`src/rtl/emd_extrema_sched.sv`:
```
// emd_extrema_sched: sequencer for the EMD extrema-detection stage.
// Streams a frame of signed samples through a 3-sample window (a, b, c).
// The middle sample b is classified as a local minimum or maximum.
// Extrema and the two frame-boundary points are queued in a show-ahead FIFO.
// The downstream envelope-interpolation stage pops that FIFO over valid/ready.
module emd_extrema_sched #(
  parameter int DW    = 16,
  parameter int IW    = 16,
  parameter int DEPTH = 8
) (
  input  logic          clk,
  input  logic          rst,
  input  logic          start,
  input  logic [IW-1:0] len,
  input  logic [DW-1:0] din,
  input  logic          din_vld,
  output logic          din_rdy,
  output logic          ext_vld,
  input  logic          ext_rdy,
  output logic [1:0]    ext_type,
  output logic [IW-1:0] ext_idx,
  output logic [DW-1:0] ext_val,
  output logic [IW-1:0] min_cnt,
  output logic [IW-1:0] max_cnt,
  output logic          busy,
  output logic          done
);

  localparam int PW = $clog2(DEPTH);
  localparam int CW = PW + 1;
  localparam int EW = 2 + IW + DW;

  localparam logic [1:0] TYPE_MIN      = 2'b01;
  localparam logic [1:0] TYPE_MAX      = 2'b10;
  localparam logic [1:0] TYPE_BOUNDARY = 2'b11;

  typedef enum logic [1:0] {IDLE, RUN, TAIL, DRAIN} state_t;

  state_t state, state_nxt;

  logic [IW-1:0]        len_q;
  logic [IW-1:0]        idx_q;
  logic signed [DW-1:0] win_a;
  logic signed [DW-1:0] win_b;
  logic signed [DW-1:0] din_s;
  logic [IW-1:0]        min_q;
  logic [IW-1:0]        max_q;
  logic                 din_rdy_q;
  logic                 din_rdy_nxt;

  logic [EW-1:0]        mem [DEPTH];
  logic [PW-1:0]        wr_ptr;
  logic [PW-1:0]        rd_ptr;
  logic [CW-1:0]        count;
  logic [CW-1:0]        count_nxt;
  logic [EW-1:0]        head;

  logic                 accept;
  logic                 pop;
  logic                 is_min;
  logic                 is_max;
  logic                 wr_en;
  logic [1:0]           wr_type;
  logic [IW-1:0]        wr_idx;
  logic [DW-1:0]        wr_val;

  assign din_s   = $signed(din);
  assign accept  = (state == RUN) && din_vld && din_rdy_q;
  assign ext_vld = (count != '0);
  assign pop     = ext_vld && ext_rdy;

  // The window is only full once two earlier samples exist; comparisons are strict and signed
  assign is_min = (idx_q >= IW'(2)) && (win_b < win_a) && (win_b < din_s);
  assign is_max = (idx_q >= IW'(2)) && (win_b > win_a) && (win_b > din_s);

  // Choose the single FIFO write of this cycle: first boundary, an extremum, or the closing boundary
  always_comb begin
    wr_en   = 1'b0;
    wr_type = '0;
    wr_idx  = '0;
    wr_val  = '0;
    if (accept) begin
      if (idx_q == '0) begin
        wr_en   = 1'b1;
        wr_type = TYPE_BOUNDARY;
        wr_idx  = '0;
        wr_val  = din;
      end else if (is_min) begin
        wr_en   = 1'b1;
        wr_type = TYPE_MIN;
        wr_idx  = idx_q - IW'(1);
        wr_val  = win_b;
      end else if (is_max) begin
        wr_en   = 1'b1;
        wr_type = TYPE_MAX;
        wr_idx  = idx_q - IW'(1);
        wr_val  = win_b;
      end
    end else if (state == TAIL) begin
      wr_en   = 1'b1;
      wr_type = TYPE_BOUNDARY;
      wr_idx  = len_q - IW'(1);
      wr_val  = win_b;
    end
  end

  // Next-state logic; din_rdy is precomputed here so it can be registered without a DIN_VLD/EXT_RDY path
  always_comb begin
    state_nxt = state;
    count_nxt = count + CW'(wr_en) - CW'(pop);
    case (state)
      IDLE:    if (start && (len >= IW'(3))) state_nxt = RUN;
      RUN:     if (accept && (idx_q == len_q - IW'(1))) state_nxt = TAIL;
      TAIL:    state_nxt = DRAIN;
      DRAIN:   if (count == '0) state_nxt = IDLE;
      default: state_nxt = IDLE;
    endcase
    din_rdy_nxt = (state_nxt == RUN) && (count_nxt <= CW'(DEPTH - 2));
  end

  // Frame control: state, latched length, sample index, window and extremum counters
  always_ff @(posedge clk) begin
    if (rst) begin
      state     <= IDLE;
      din_rdy_q <= 1'b0;
      len_q     <= '0;
      idx_q     <= '0;
      win_a     <= '0;
      win_b     <= '0;
      min_q     <= '0;
      max_q     <= '0;
    end else begin
      state     <= state_nxt;
      din_rdy_q <= din_rdy_nxt;
      if ((state == IDLE) && (state_nxt == RUN)) begin
        len_q <= len;
        idx_q <= '0;
        win_a <= '0;
        win_b <= '0;
        min_q <= '0;
        max_q <= '0;
      end
      if (accept) begin
        idx_q <= idx_q + IW'(1);
        win_a <= win_b;
        win_b <= din_s;
        if (is_min) min_q <= min_q + IW'(1);
        if (is_max) max_q <= max_q + IW'(1);
      end
    end
  end

  // FIFO pointers and occupancy; a simultaneous write and pop leave occupancy unchanged
  always_ff @(posedge clk) begin
    if (rst) begin
      wr_ptr <= '0;
      rd_ptr <= '0;
      count  <= '0;
    end else begin
      count <= count_nxt;
      if (wr_en) wr_ptr <= wr_ptr + PW'(1);
      if (pop)   rd_ptr <= rd_ptr + PW'(1);
    end
  end

  // FIFO storage; contents need no reset because the outputs are masked while empty
  always_ff @(posedge clk) begin
    if (wr_en) mem[wr_ptr] <= {wr_type, wr_idx, wr_val};
  end

  assign head = mem[rd_ptr];
  assign {ext_type, ext_idx, ext_val} = ext_vld ? head : '0;

  assign din_rdy = din_rdy_q;
  assign min_cnt = min_q;
  assign max_cnt = max_q;
  assign busy    = (state != IDLE);
  assign done    = (state == DRAIN) && (count == '0);

endmodule

```
`config.mk`:
```
export PLATFORM = sky130hd
export DESIGN_NAME = emd_extrema_sched
export DESIGN_NICKNAME = d
export VERILOG_FILES = /design/src/rtl/emd_extrema_sched.sv
export SDC_FILE = /design/constraint.sdc
export NUM_CORES = 1
export LEC_CHECK = 0
export ABC_CLOCK_PERIOD_IN_PS = 9000
export CORE_MARGIN = 2
export CORE_UTILIZATION = 40
export CTS_CLUSTER_SIZE = 8
export DETAILED_ROUTE_END_ITERATION = 6
export PLACE_DENSITY_LB_ADDON = 0.15
export SYNTH_ARGS = -nofsm -noshare
export SYNTH_HDL_FRONTEND = slang
export SYNTH_SLANG_ARGS = --single-unit
```
`constraint.sdc`:
```
create_clock -name clk -period 9 [get_ports clk]
set_input_delay 0.9 -clock clk [delete_from_list [all_inputs] [get_ports clk]]
set_output_delay 0.9 -clock clk [all_outputs]
set_load 0.01 [all_outputs]
```
==> results.toml <==
# physical design summary
[clock_tree]
clock-sinks = 384
cts_root_buf = "clkbuf_16"
clkTransAtPathRegs_ps = 50
clkLatencyLatePin_ps = 580
cts.path.max_buffers = 3
cts_resized = 0
cts_tree = "built"
htreeDepth = 2

[placement]
place_hpwl_um = 24400
gp_congestion = 0.830
dp.cells = 1987
place_area_um2 = 19000

[grt]
antenna_found_initial = 0
grt_max_degree = 86
use_met3_pct = 2.79
grt_pass1_vias = 11300
use_met2_pct = 29.0
gr-usage-met1_pct = 26.4

[worst_setup_path]
crit_end = "din_rdy$_SDFF_PP0_"
cp_data_required_time_ps = 9490
worstPathArrival_ps = 5160
crit_path_end_kind = "flip-flop"
r2r-end = "din_rdy$_SDFF_PP0_"

[sta]
fin_setup_tns_ps = 0
fin_crit_ps = 4670
slew_headroom_pct = 30.5
hold_viol = 0
finalClockPeriodUsage_pct = 51.9
finalSetupViolations = 0
skew_ps = 30.2
max_freq_ghz = 0.214
slew_viol_final = 0
worst_pin_slew_ps = 1040

[route]
avgRoutedWirePerCell_um = 19.5
wl_met2_um = 18300
ant_nets = 0
drc = 0

[logic_synthesis]
edf_count = 272
flop_cell = "edfxtp_1"
synthTopLogicFamily = "simple AND/OR/NAND/NOR gates"
ys_cells = 1369
synth.avg_cell_area_um2 = 12.7
synthCells = 1369
synth.distinct_cells = 71
yosys_register_bits = 384

[cells_and_area]
logic_area_um2 = 6350
buf_share_pct = 5.74
final-clk-cell-share_pct = 7.26
nNetsFinal = 1541
seq_cells = 384
inverters = 86
final_core_util_pct = 47.7
nNonClkBuffers = 122
lay_top_cells = "edfxtp_1, dfxtp_1, clkdlybuf4s50_1, nor2_1, nand2_1"
final_common_cell = "edfxtp_1"
logic_gates = 810
drive_above_1_share_pct = 11.9

[floorplanning]
die-area_um2 = 45200
fp.dieH_um = 213
io_pins = 107

[power]
comb-power_mw = 0.800
p_clk_mw = 1.80
power.internal_mw = 3.37
power_density_nw_per_um2 = 222
switchingPower_mw = 1.17
max-vdd-ir-drop_mv = 0.129
p_leak_nw = 6.99
pwr-share-seq_pct = 42.8

[min_path]
min_to = "win_a[6]$_SDFFE_PP0P_"
min_path_type = "flip-flop to flip-flop"

[outcome]
status = "complete, no violations"
-- metrics by stage --
stage          power [mW]  setup slack [ps]
4_1_cts              4.61              4340
3_3_place_gp         2.80              3770
6_report             4.54              4330
3_5_place_dp         2.80              3690
2_1_floorplan        2.51              2440
5_1_grt              4.75              3970
-- worst max-delay path: stages --
cell	delay [ps]
clkdlybuf4s50_1	510
inv_1	80
ha_1	280
and3_1	190
a221o_1	350
a22o_1	230
nor3_2	240
nor2_4	130
nor3_4	620
nor2_4	190
ha_1	320
inv_1	40
ha_1	200
fa_1	380
xnor2_1	200
nor2_1	70
nor4_1	200
-- flip-flops by register name, indices dropped and copies added (netlist names), named ones only --
register	cells
count	4
din_rdy	1
idx_q	16
len_q	16
max_cnt	16
mem	272
min_cnt	16
rd_ptr	3
state	2
win_a	16
win_b	16
wr_ptr	3
-- synth_stat cells (all sizes together), types with 4 or more instances --
cell type | number | area share (%)
a22o | 21 | 1.1
a21oi | 85 | 2.5
nand4 | 14 | 0.50
xor2 | 19 | 0.96
edfxtp | 272 | 47
xnor2 | 31 | 1.6
dfxtp | 112 | 13
nand3 | 85 | 2.4
nor2b | 4 | 0.14
ha | 46 | 3.3
o21ai | 45 | 1.3
o22ai | 17 | 0.61
nor4b | 6 | 0.50
nor4 | 19 | 0.86
clkbuf | 62 | 1.3
nand2b | 5 | 0.18
nor3 | 24 | 0.85
inv | 86 | 1.9
nor2 | 98 | 2.2
a31oi | 6 | 0.29
a21o | 8 | 0.35
a22oi | 5 | 0.22
a2bb2oi | 11 | 0.55
buf | 27 | 0.80
mux4 | 68 | 8.8
or3 | 5 | 0.18
mux2i | 36 | 2.1
and3 | 18 | 0.65
nor3b | 4 | 0.17
nand2 | 90 | 2.0
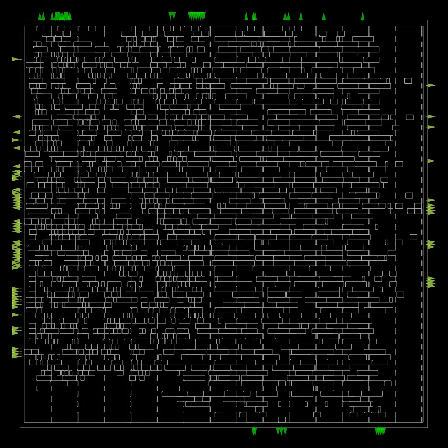
Figure 1: placed standard cells.
fill cell count: 3958
Rows: 76

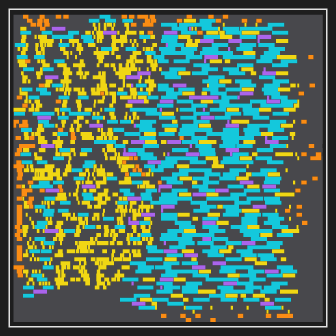
Figure 2: placement by cell class.
Fill, decap, tap and diode cells in grey.
| colour | class | cells | share of their area |
|---|---|---|---|
| orange | other buffers and delay cells | 122 | 6.0% |
| yellow | combinational and other logic | 896 | 34% |
| cyan | flops | 384 | 53% |
| purple | clock drivers and dummy loads | 81 | 7.5% |
flop share of the area: 50.8%
Core ar.: 43000 um^2

Power figures rest on the tool's default switching activity, not on a simulated workload.
